==> src/rtl/fetch_seq.sv <==
`default_nettype none
// ============================================================================
// Module      : fetch_seq
// Description : Instruction-fetch sequencer. Owns the fetch PC, issues one
//               WIDTH-instruction bundle request at a time to the instruction
//               memory, holds the returned bundle in a one-entry buffer for
//               decode, applies predictor and resolve redirects, and drops
//               stale responses that belong to a pre-redirect request.
//
// Ports:
//   clock            : single clock, all state changes on posedge
//   reset            : asynchronous, active-high
//   mem_req_valid    : fetch request valid
//   mem_req_addr     : bundle PC being requested
//   mem_req_ready    : memory accepts the request this cycle
//   mem_resp_valid   : response data valid (cannot be back-pressured)
//   mem_resp_data    : lane i in bits [32*i+31:32*i]
//   predict_valid    : predictor redirect for the bundle returning this cycle
//   predict_dst      : predicted target
//   resolve_valid    : resolve event
//   resolve_redirect : resolve requires a redirect (mispredict)
//   resolve_dst      : corrected target
//   dec_valid        : per-lane valid, all ones while the buffer is full
//   dec_inst         : buffered instructions
//   dec_pc           : lane i = bundle_pc + 4*i
//   dec_ready        : decode consumes the whole bundle this cycle
//   flush_count      : saturating count of resolve redirects
//
// Revision    : 1.0 - initial release
// ============================================================================
module fetch_seq #(
    parameter int          WIDTH    = 2,
    parameter int          XLEN     = 32,
    parameter logic [XLEN-1:0] RESET_PC = '0
) (
    input  logic                  clock,
    input  logic                  reset,
    output logic                  mem_req_valid,
    output logic [XLEN-1:0]       mem_req_addr,
    input  logic                  mem_req_ready,
    input  logic                  mem_resp_valid,
    input  logic [WIDTH*32-1:0]   mem_resp_data,
    input  logic                  predict_valid,
    input  logic [XLEN-1:0]       predict_dst,
    input  logic                  resolve_valid,
    input  logic                  resolve_redirect,
    input  logic [XLEN-1:0]       resolve_dst,
    output logic [WIDTH-1:0]      dec_valid,
    output logic [WIDTH*32-1:0]   dec_inst,
    output logic [WIDTH*XLEN-1:0] dec_pc,
    input  logic                  dec_ready,
    output logic [7:0]            flush_count
);

    localparam logic [XLEN-1:0] c_BUNDLE_STEP = XLEN'(4 * WIDTH);

    typedef enum logic [1:0] {
        ST_REQ   = 2'd0,
        ST_WAIT  = 2'd1,
        ST_DRAIN = 2'd2
    } state_t;

    state_t                r_state;
    state_t                w_state_nxt;
    logic [XLEN-1:0]       r_pc;
    logic [XLEN-1:0]       w_pc_nxt;
    logic                  r_buf_valid;
    logic [WIDTH*32-1:0]   r_buf_data;
    logic [XLEN-1:0]       r_buf_pc;
    logic [7:0]            r_flush_count;

    logic                  w_redirect;
    logic                  w_req_valid;
    logic                  w_req_fire;
    logic                  w_fill;

    assign w_redirect = resolve_valid && resolve_redirect;
    assign w_req_fire = w_req_valid && mem_req_ready;

    // ------------------------------------------------------------------
    // Next-state / output logic
    // ------------------------------------------------------------------
    always_comb begin
        w_state_nxt = r_state;
        w_pc_nxt    = r_pc;
        w_fill      = 1'b0;
        w_req_valid = 1'b0;

        case (r_state)
            ST_REQ: begin
                // A new request may only go out when the buffer will be free
                // by the time its response returns; the response cannot be
                // stalled, so this keeps the one-entry buffer sufficient.
                w_req_valid = !reset && (!r_buf_valid || dec_ready);
                if (w_req_valid && mem_req_ready) begin
                    w_state_nxt = ST_WAIT;
                end
            end
            ST_WAIT: begin
                if (mem_resp_valid) begin
                    w_fill      = 1'b1;
                    w_pc_nxt    = predict_valid ? predict_dst : (r_pc + c_BUNDLE_STEP);
                    w_state_nxt = ST_REQ;
                end
            end
            ST_DRAIN: begin
                // Response belongs to a request issued before a redirect.
                if (mem_resp_valid) begin
                    w_state_nxt = ST_REQ;
                end
            end
            default: begin
                w_state_nxt = ST_REQ;
            end
        endcase

        // Resolve redirect overrides everything above. If a request is
        // (or was) in flight, its response must still be absorbed in DRAIN.
        if (w_redirect) begin
            w_fill   = 1'b0;
            w_pc_nxt = resolve_dst;
            case (r_state)
                ST_REQ:  w_state_nxt = w_req_fire ? ST_DRAIN : ST_REQ;
                default: w_state_nxt = mem_resp_valid ? ST_REQ : ST_DRAIN;
            endcase
        end
    end

    // ------------------------------------------------------------------
    // State and PC registers
    // ------------------------------------------------------------------
    always_ff @(posedge clock or posedge reset) begin
        if (reset) begin
            r_state <= ST_REQ;
            r_pc    <= RESET_PC;
        end else begin
            r_state <= w_state_nxt;
            r_pc    <= w_pc_nxt;
        end
    end

    // ------------------------------------------------------------------
    // One-entry decode buffer
    // ------------------------------------------------------------------
    always_ff @(posedge clock or posedge reset) begin
        if (reset) begin
            r_buf_valid <= 1'b0;
            r_buf_data  <= '0;
            r_buf_pc    <= '0;
        end else if (w_redirect) begin
            r_buf_valid <= 1'b0;
        end else if (w_fill) begin
            r_buf_valid <= 1'b1;
            r_buf_data  <= mem_resp_data;
            r_buf_pc    <= r_pc;
        end else if (dec_ready) begin
            r_buf_valid <= 1'b0;
        end
    end

    // ------------------------------------------------------------------
    // Saturating redirect counter
    // ------------------------------------------------------------------
    always_ff @(posedge clock or posedge reset) begin
        if (reset) begin
            r_flush_count <= 8'd0;
        end else if (w_redirect && (r_flush_count != 8'hFF)) begin
            r_flush_count <= r_flush_count + 8'd1;
        end
    end

    // ------------------------------------------------------------------
    // Outputs
    // ------------------------------------------------------------------
    assign mem_req_valid = w_req_valid;
    assign mem_req_addr  = r_pc;
    assign dec_valid     = {WIDTH{r_buf_valid}};
    assign dec_inst      = r_buf_data;
    assign flush_count   = r_flush_count;

    generate
        for (genvar gi = 0; gi < WIDTH; gi++) begin : g_lane_pc
            assign dec_pc[gi*XLEN +: XLEN] = r_buf_pc + XLEN'(4 * gi);
        end
    endgenerate

endmodule
`default_nettype wire

==> config.mk <==
export PLATFORM = sky130hd
export DESIGN_NAME = fetch_seq
export DESIGN_NICKNAME = d
export VERILOG_FILES = /design/src/rtl/fetch_seq.sv
export SDC_FILE = /design/constraint.sdc
export NUM_CORES = 1
export LEC_CHECK = 0
export CAP_MARGIN = 0
export CORE_MARGIN = 2
export CORE_UTILIZATION = 42
export DETAILED_ROUTE_END_ITERATION = 7
export HOLD_SLACK_MARGIN = 0.12
export PLACE_DENSITY = 0.9
export SLEW_MARGIN = 0
export SYNTH_ARGS = -nofsm -noshare
export SYNTH_HDL_FRONTEND = slang
export SYNTH_SLANG_ARGS = --single-unit
==> constraint.sdc <==
create_clock -name clock -period 5.82 [get_ports clock]
set_input_delay 0.873 -clock clock [delete_from_list [all_inputs] [get_ports clock]]
set_output_delay 0.873 -clock clock [all_outputs]
set_load 0.02 [all_outputs]
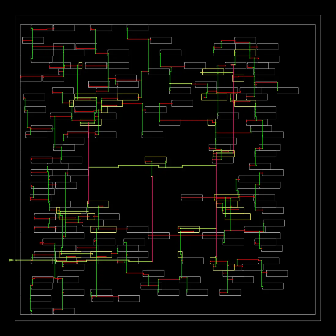
*Clock routing, run 1*
CLK BUF: 20
clk latency late pin: 0.42 ns
clock tree sinks: 139
flop count: 139
total CTS buffers: 17

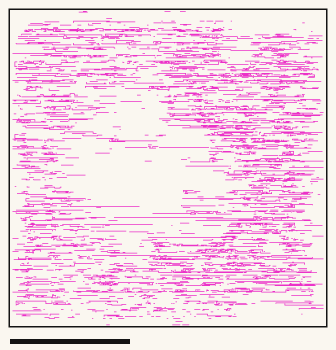
*Met1 routing, run 1*
The bar under the picture is 50 um long.
longest straight run: 45.5 um
nets with wire on the layer: 1,065

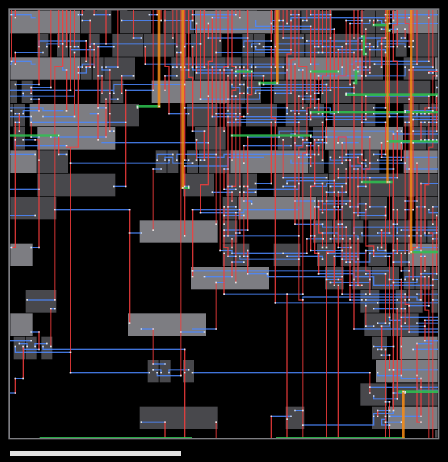
*Layout detail, run 1*
The bar under the picture is 20 um long. Window x 41 to 91, y 67 to 117 um. Cells in grey, sequential cells in the stronger grey; small squares are vias.
legend:
  red:
    layer: metal 2
  blue:
    layer: metal 1
  orange:
    layer: metal 4
  green:
    layer: metal 3
most frequent: nand2_1 (40), clkdlybuf4s50_1 (24), dfrtp_1 (16)
cells with their middle in the window: 140
netlist names of flops here include: `mem_req_addr` (6), `r_buf_pc` (6), `dec_inst` (4)
sequential cells in the window: 16

==> qor.csv, run 1 <==
metric,value,unit
status,finished clean,
largest net degree at the start of global routing,104,
Seq. pwr,0.00183,W
routed length on met2,11500,um
"Cell Area, Synth",6880,um2
aoi share,8.17,%
"reg-to-reg slack, setup",3.44,ns
Mean Syn Cell Area,8.39,um2
R2R Path End,mem_req_addr[10],
DP Area,10100,um2
RSZ-0062 raised after global routing,no,
Synth cell types,43,
most instantiated logic cell after routing,nand2_1,
Post-Syn Nets,961,
Pwr Total,0.00567,W
WHS Endpoint,dec_inst[13],
cell count of the worst reg-to-reg path,7,
f_max,0.226,GHz
global route overflow,0,
core area,15900,um2
cycle use final,76.1,%
DR DRC count,0,
count of tool warnings,29,
"Simple Share, Synth",28.5,%
die area,17400,um2
IO Port Bufs,306,
Clock transition at path regs,0.06,ns
Top logic family,simple AND/OR/NAND/NOR gates,
worst slew pin tran,1.20,ns
Fin Hold WS,0.474,ns
WL/cell,17.3,um
DR WL met3,2330,um
WP buf/inv,1,
Async SR Flop Fraction,100,%
HP Class,reg2reg,
Max Slew Vio Count,0,
peak supply drop,0.317,mV
final net count,1243,
total track usage,26.3,%
Combinational Power Share,47.5,%
Arrival @ worst endpoint,3.56,ns
CTS tree,yes,
crit-path leading delay family,simple AND/OR/NAND/NOR gates,
Final Core Density,67.0,%
Final setup viols,0,
FILL cells,1231,
Static Leakage,4.76,nW
synthesized netlist cell count,820,
comb pwr,0.00269,W
Starting DRT DRC Count,332,
Final min period,4.43,ns
most frequently used flop master after synthesis,dfrtp_1,
Seq pwr share,32.3,%
CP Cell Sequence,"ha_1, and4_1, and2_1, nor4b_1, nand3_1, xnor2_1, clkdlybuf4s50_1",
postcts setup bufs,0,
hpwl dp,16400,um
antenna violations before repair,0,
Crit Path Class,reg2out,
max_cap viols,0,
ys flops,139,
vias per cell,5.23,
Clock Power,0.00114,W
layout cells sized above 1,3.95,%
Post-Synth Adder-Cell Area,0.909,%
clock root buffer master,clkbuf_16,
Routed Antenna Nets,0,
GP Congestion,0.842,
clock share of power,20.2,%
pre-CTS WS,1.86,ns
via count,6961,
fp util,43.2,%
Switching Fraction,40.6,%
dominant power group,combinational logic,
setup ws final,1.39,ns
# diodes,0,
hold_sp,dec_inst[13],
post-CTS sizing,0,
Multiplexer share,1.47,%
met1 WL,8800,um
WHS Path Cells,2,
"non-filler cells, final",1330,
first-pass GRT wire length,36400,um
"Seq share, synth",50.6,%
post-route cell area,10700,um2
length of the first detailed-routing pass in iterations,5,
htree depth,4,
I/O pin total,307,
met1 Use GR,30.8,%
CP endpoint kind,output pin,
area grow syn2layout,55.2,%
Cell Rows,46,
Yosys Chip Area,6880,um2
Fin Clk Skew,0.00967,ns
max FFs per register,64,
highest net fanout along the worst path,6,
most numerous logic cells after layout,"nand2_1 (334), clkdlybuf4s50_1 (305), dfrtp_1 (139)",
Fin Setup TNS,0,ns
deepest clock path buffer count,2,
Net Sw Power,0.00230,W
Slew Limit Headroom,19.1,%
Total Wirelength,23100,um
die height,132,um
"slowest stage delay, CP",0.98,ns
cts hold-fix bufs,0,
GRT busiest layer,met2,
# Cells Yosys,820,
highest metal used,met4,
internal power,0.00337,W
Crit-path slowest cell,nor4b_1,
met3 global-route usage,10.1,%
met2 usage,44.8,%
Fin. Hold Viols,0,
yosys xor share,7.00,%
vias in the first global route,6817,
dpl cells,1299,
yosys warning tally,0,
pwr/cell area,531,nW/um2
Worst EP required,4.95,ns
crit start category,flop,
Worst R2R Start,r_state[1],
number of enable flip-flop cells,0,
die width,132,um
[run 1: worst max path at each step]
| stage | from | to | cells past startpoint |
|---|---|---|---|
| final | r_buf_pc[3] | dec_pc[58] | 7 |
| after global routing | r_buf_pc[3] | dec_pc[58] | 7 |
| after CTS | r_buf_pc[3] | dec_pc[58] | 7 |
| after detailed placement | r_buf_pc[3] | dec_pc[58] | 7 |
| after global placement | r_buf_pc[3] | dec_pc[58] | 7 |
| after floorplan | reset | mem_req_valid | 2 |
[run 1: worst register-to-register path, stage by stage (launching register included)]
cell and delay, ns:
dfrtp_1 0.38, inv_1 0.10, ha_1 0.16, and2_1 0.12, buf_4 0.33, nand2_4 0.64
nor2_1 0.38, a221oi_1 0.12
[run 1: cells in the mapped netlist (5+ instances only)]
| cell type | number | share of area, % |
|---|---|---|
| nor3_1 | 8 | 0.58 |
| dfrtp_1 | 139 | 51 |
| a21oi_1 | 39 | 2.8 |
| and3_1 | 13 | 1.2 |
| clkbuf_1 | 36 | 2.0 |
| nor2_1 | 22 | 1.2 |
| o21ai_0 | 32 | 2.3 |
| xnor2_1 | 27 | 3.4 |
| a22oi_1 | 6 | 0.65 |
| inv_1 | 8 | 0.44 |
| and4_1 | 5 | 0.64 |
| ha_1 | 5 | 0.91 |
| nand3_1 | 38 | 2.8 |
| a31oi_1 | 5 | 0.45 |
| nand2_1 | 335 | 18 |
| mux2i_1 | 9 | 1.3 |
| xor2_1 | 28 | 3.6 |
| nand4_1 | 16 | 1.5 |
[run 1: final cells by class]
type / count / area, um2 / share of cell area, %
clock inverters: 11 / 170 / 1.59
multi-input cells: 625 / 3180 / 29.8
repair buffers: 311 / 3100 / 29.0
well taps: 216 / 270 / 2.53
inverters: 8 / 35.0 / 0.328
flip-flops and latches: 139 / 3480 / 32.6
clock buffers: 20 / 447 / 4.18
==> run 2: changes to the inputs <==
- clock period: 5.82 -> 4.34 ns (I/O delays scaled with it)
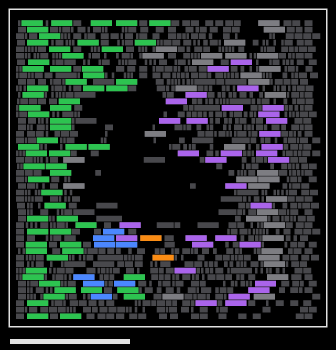
*Register map, names as in the netlist, run 2*
The bar under the picture is 50 um long. Other sequential cells in the stronger grey, the rest of the logic in the fainter grey.
legend:
  green:
    netlist_name: `dec_inst`
    sequential_cells: 64
  blue:
    netlist_name: `flush_count`
    sequential_cells: 8
  purple:
    netlist_name: `mem_req_addr`
    sequential_cells: 32
  orange:
    netlist_name: `r_state`
    sequential_cells: 2
not coloured: 33
Seq. pwr: 0.00248 W
register share of the cell area: 32.4%
Reg area: 3480 um2

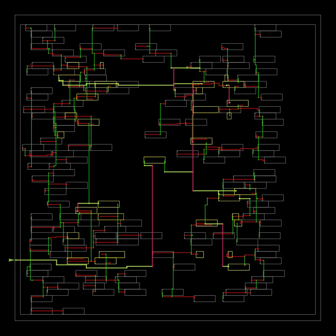
*Clock routing, run 2*
Clock Power: 0.00150 W
CLK BUF: 22

==> qor.csv, run 2 <==
metric,value,unit
Fin Hold WS,0.472,ns
Worst EP required,3.69,ns
Arrival @ worst endpoint,2.98,ns
GP Congestion,0.891,
clk latency late pin,0.42,ns
Total Wirelength,23600,um
die width,132,um
yosys warning tally,0,
layout cells sized above 1,4.46,%
clock share of power,19.8,%
I/O pin total,307,
Static Leakage,4.78,nW
CP Cell Sequence,"ha_1, and4_1, and2_1, nor4b_1, buf_4, nand3_1, xnor2_1, clkdlybuf4s50_1",
Max Slew Vio Count,0,
Worst setup endpoint,dec_pc[58],
status,finished clean,
cycle use final,83.7,%
Yosys Chip Area,6880,um2
Routed Antenna Nets,0,
Post-Syn Nets,961,
via count,7099,
"slowest stage delay, CP",0.62,ns
internal power,0.00450,W
area grow syn2layout,55.9,%
Net Sw Power,0.00309,W
hold_sp,dec_inst[8],
aoi share,8.17,%
# Cells Yosys,820,
RSZ-0062 raised after global routing,no,
Pwr Total,0.00760,W
Clock transition at path regs,0.06,ns
length of the first detailed-routing pass in iterations,7,
ys flops,139,
Async SR Flop Fraction,100,%
synthesized netlist cell count,820,
most instantiated logic cell after routing,nand2_1,
Final min period,3.63,ns
vias in the first global route,7267,
Synth cell types,43,
CP endpoint kind,output pin,
total track usage,27.2,%
first-pass GRT wire length,37600,um
Crit Path Class,reg2out,
Final setup viols,0,
core area,15900,um2
Crit-path slowest cell,clkdlybuf4s50_1,
"reg-to-reg slack, setup",2.02,ns
max_cap viols,0,
IO Port Bufs,306,
deepest clock path buffer count,2,
Mean Syn Cell Area,8.39,um2
postcts setup bufs,0,
Fin. Hold Viols,0,
Seq pwr share,32.6,%
number of enable flip-flop cells,0,
Slew Limit Headroom,38.7,%
WL/cell,17.6,um
hpwl dp,17100,um
htree depth,4,
final net count,1248,
global route overflow,0,
worst slew pin tran,0.920,ns
Synth top cell by count,nand2_1,
crit-path leading delay family,simple AND/OR/NAND/NOR gates,
Synth top cells by count,"nand2_1 (335), dfrtp_1 (139), a21oi_1 (39), nand3_1 (38), clkbuf_1 (36)",
pwr/cell area,708,nW/um2
post-CTS sizing,0,
Multiplexer share,1.47,%
# diodes,0,
run 2: cell count changes in the layout (fill, tap and decap cells not counted), sizes merged:
cell	before	now
clkbuf	20	22
inv	8	7
bufinv	4	3
clkinvlp	3	4
buf	6	11
run 2: layout make-up:
type	instances	area [um2]
clock buffer	22	474
clock inverter	10	140
fill	1237	5220
inverter	8	33.8
multi-input combinational	625	3180
sequential	139	3480
tap	216	270
timing repair buffer	316	3150
run 2: worst min-delay path, cell delays in order (launching register included):
cell and delay, ns:
dfrtp_1 0.34, nand2_1 0.05, nand2_1 0.05
run 2: power groups by stage:
stage	registers [W]	logic (W)	clock network (W)
floorplan	0.00298	0.00119	0
global placement	0.00244	0.00354	0
detailed placement	0.00247	0.00362	0
CTS	0.00246	0.00365	0.00152
global route	0.00255	0.00388	0.00159
finish	0.00248	0.00362	0.00150
run 2: per-stage QoR:
| stage | cells | setup slack, ns | area (um2) |
|---|---|---|---|
| final | 1336 | 0.708 | 10700 |
| after detailed placement | 1304 | 1.14 | 10100 |
| after CTS | 1336 | 0.686 | 10700 |
| after floorplan | 820 | 0.375 | 6880 |
| after global routing | 1336 | 0.491 | 10700 |
| after global placement | 1304 | 1.19 | 10100 |
run 2: cell families after synthesis:
kind of cell | count (synthesis)
DFF | 139
AOI/OAI and AO/OA | 99
muxes | 10
and+or+nand+nor | 456
xor gates and xnor gates | 55
adders and majority gates | 5
buffers and inverters | 56
run 2: metal layers:
layer,share of wire [%],GRT usage (%)
met3,10,10.0
met2,49,45.7
met4,4.3,14.0
met5,0.051,0
met1,37,30.2
==> run 3: changes to the inputs <==
- CORE_UTILIZATION: 42 -> 38
- PLACE_DENSITY: 0.9 -> 0.86
- clock period: 4.34 -> 3 ns (I/O delays scaled with it)
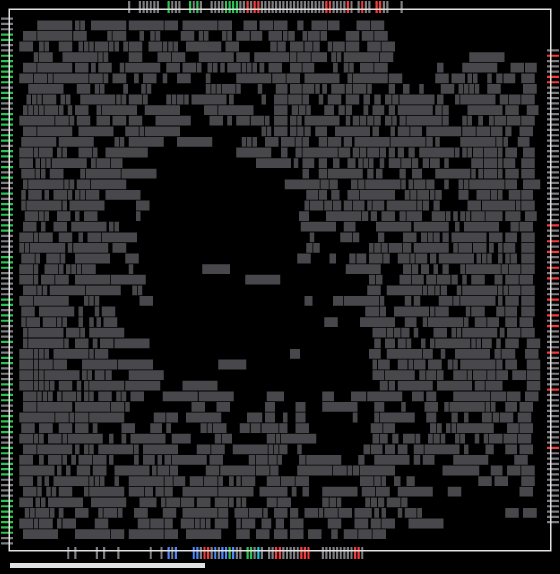
*Pin map, run 3*
The bar under the picture is 50 um long. Pins as bars across the die edge, other pins in grey.
legend:
  red:
    port: `resolve_dst`
    pins: 32
    direction: input
    edge: 14 east, 9 south, 9 north
  blue:
    port: `flush_count`
    pins: 8
    direction: output
    edge: south
  green:
    port: `dec_inst`
    pins: 64
    direction: output
    edge: 54 west, 7 north, 3 south
  cyan:
    port: `resolve_redirect`
    pins: 1
    direction: input
    edge: south

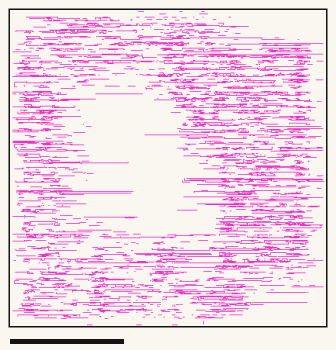
*Met1 routing, run 3*
The bar under the picture is 50 um long.
share of all routed wire: 40%
nets with wire on the layer: 1,076

==> qor.csv, run 3 <==
metric,value,unit
status,finished clean,
Area leader share,50.6,%
Routed Antenna Nets,0,
Synth top cell by count,nand2_1,
cycle use final,94.9,%
Clock transition at path regs,0.06,ns
Top cells by area,"dfrtp_1 (51%), nand2_1 (18%), xor2_1 (3.6%)",
core area,17800,um2
die width,139,um
Fin Setup TNS,0,ns
count of tool warnings,32,
Worst EP required,2.55,ns
total CTS buffers,17,
peak supply drop,0.624,mV
CP endpoint kind,output pin,
deepest clock path buffer count,2,
length of the first detailed-routing pass in iterations,5,
via count,7061,
Post-Syn Nets,961,
Crit-path slowest cell,clkdlybuf4s50_1,
vias in the first global route,7197,
largest net degree at the start of global routing,140,
I/O pin total,307,
hpwl dp,17300,um
DR DRC count,0,
Synth top cells by count,"nand2_1 (335), dfrtp_1 (139), a21oi_1 (39), nand3_1 (38), clkbuf_1 (36)",
Arrival @ worst endpoint,2.40,ns
clk latency late pin,0.42,ns
Static Leakage,4.87,nW
dominant cell type by area after synthesis,dfrtp_1,
antenna violations before repair,1,
max FFs per register,64,
Crit Path Class,reg2out,
RSZ-0062 raised after global routing,yes,
HP Class,reg2reg,
total track usage,25.0,%
most instantiated logic cell after routing,nand2_1,
clock tree sinks,139,
clock root buffer master,clkbuf_16,
Pwr Total,0.0108,W
crit-path leading delay family,buffers and inverters,
first-pass GRT wire length,38500,um
"Cell Area, Synth",6880,um2
fp util,38.6,%
CP Cell Sequence,"and4_1, nand4_1, buf_4, nor2_4, nand2_1, xnor2_1, clkdlybuf4s50_1",
Worst R2R Start,mem_req_addr[3],
pre-CTS WS,0.0586,ns
final net count,1258,
die height,139,um
Async SR Flop Fraction,100,%
Fin Hold WS,0.476,ns
cts hold-fix bufs,0,
WP buf/inv,2,
Final min period,2.85,ns
IO Port Bufs,306,
Yosys Chip Area,6880,um2
highest net fanout along the worst path,6,
most frequently used flop master after synthesis,dfrtp_1,
# Cells Yosys,820,
setup ws final,0.153,ns
yosys warning tally,0,
Synth cell types,43,
GP Congestion,0.857,
ys flops,139,
layout cells sized above 1,6.73,%
crit start category,flop,
Cell Rows,49,
Slew Limit Headroom,49.7,%
Final setup viols,0,
Mean Syn Cell Area,8.39,um2
## run 3: timing repair
item                                    in CTS  in global routing
buffers inserted                             0                  1
resized                                     25                 17
pin swaps                                    0                  1
endpoints found under the setup margin      15                 12
## run 3: metal layers
layer,GRT usage (%),routed length [um],vias up
met1,30.4,9500,3385
met5,0,0,-
li1,-,-,3304
met3,7.56,2130,43
met4,8.86,612,0
met2,42.3,11500,329
## run 3: area by class of cell
type                       instances  area, um2
inverter                           8       33.8
multi-input combinational        625       3220
sequential                       139       3480
timing repair buffer             326       3230
clock buffer                      19        443
clock inverter                    13        119
tap                              229        287
antenna                            1       2.50
fill                            1474       7030
## run 3: logic make-up after synthesis
group,synth area share [%]
compound gates,8.17
xor+xnor,7.00
fa+ha+maj,0.909
buf+inv,3.44
flops,50.6
mux,1.47
simple gates,28.5
## run 3: path summary, 6_finish.rpt
path / depth (start not counted) / end / slack (ns)
max: 7 / dec_pc[49] / 0.15
min: 2 / dec_inst[35] / 0.48
max reg2reg: 7 / mem_req_addr[31] / 0.87
min reg2reg: 2 / dec_inst[35] / 0.48
max in group asynchronous: 3 / mem_req_addr[29] / 1.77
min in group asynchronous: 3 / dec_inst[43] / 0.65
## run 3: power by group
| group | total [W] | leakage [nW] | internal (W) | switching [W] |
|---|---|---|---|---|
| Clock | 0.00203 | 0.266 | 0.00117 | 0.000862 |
| Sequential | 0.00353 | 1.73 | 0.00267 | 0.000853 |
| Combinational | 0.00526 | 2.87 | 0.00245 | 0.00281 |
| Total | 0.0108 | 4.87 | 0.00630 | 0.00452 |
## run 3: metrics by stage
step | instance area (um2) | instances
after detailed placement | 10200 | 1326
after global placement | 10200 | 1326
final | 10800 | 1360
after global routing | 10800 | 1360
after CTS | 10800 | 1358
after floorplan | 6890 | 820
Power and IR drop assume default switching activity.
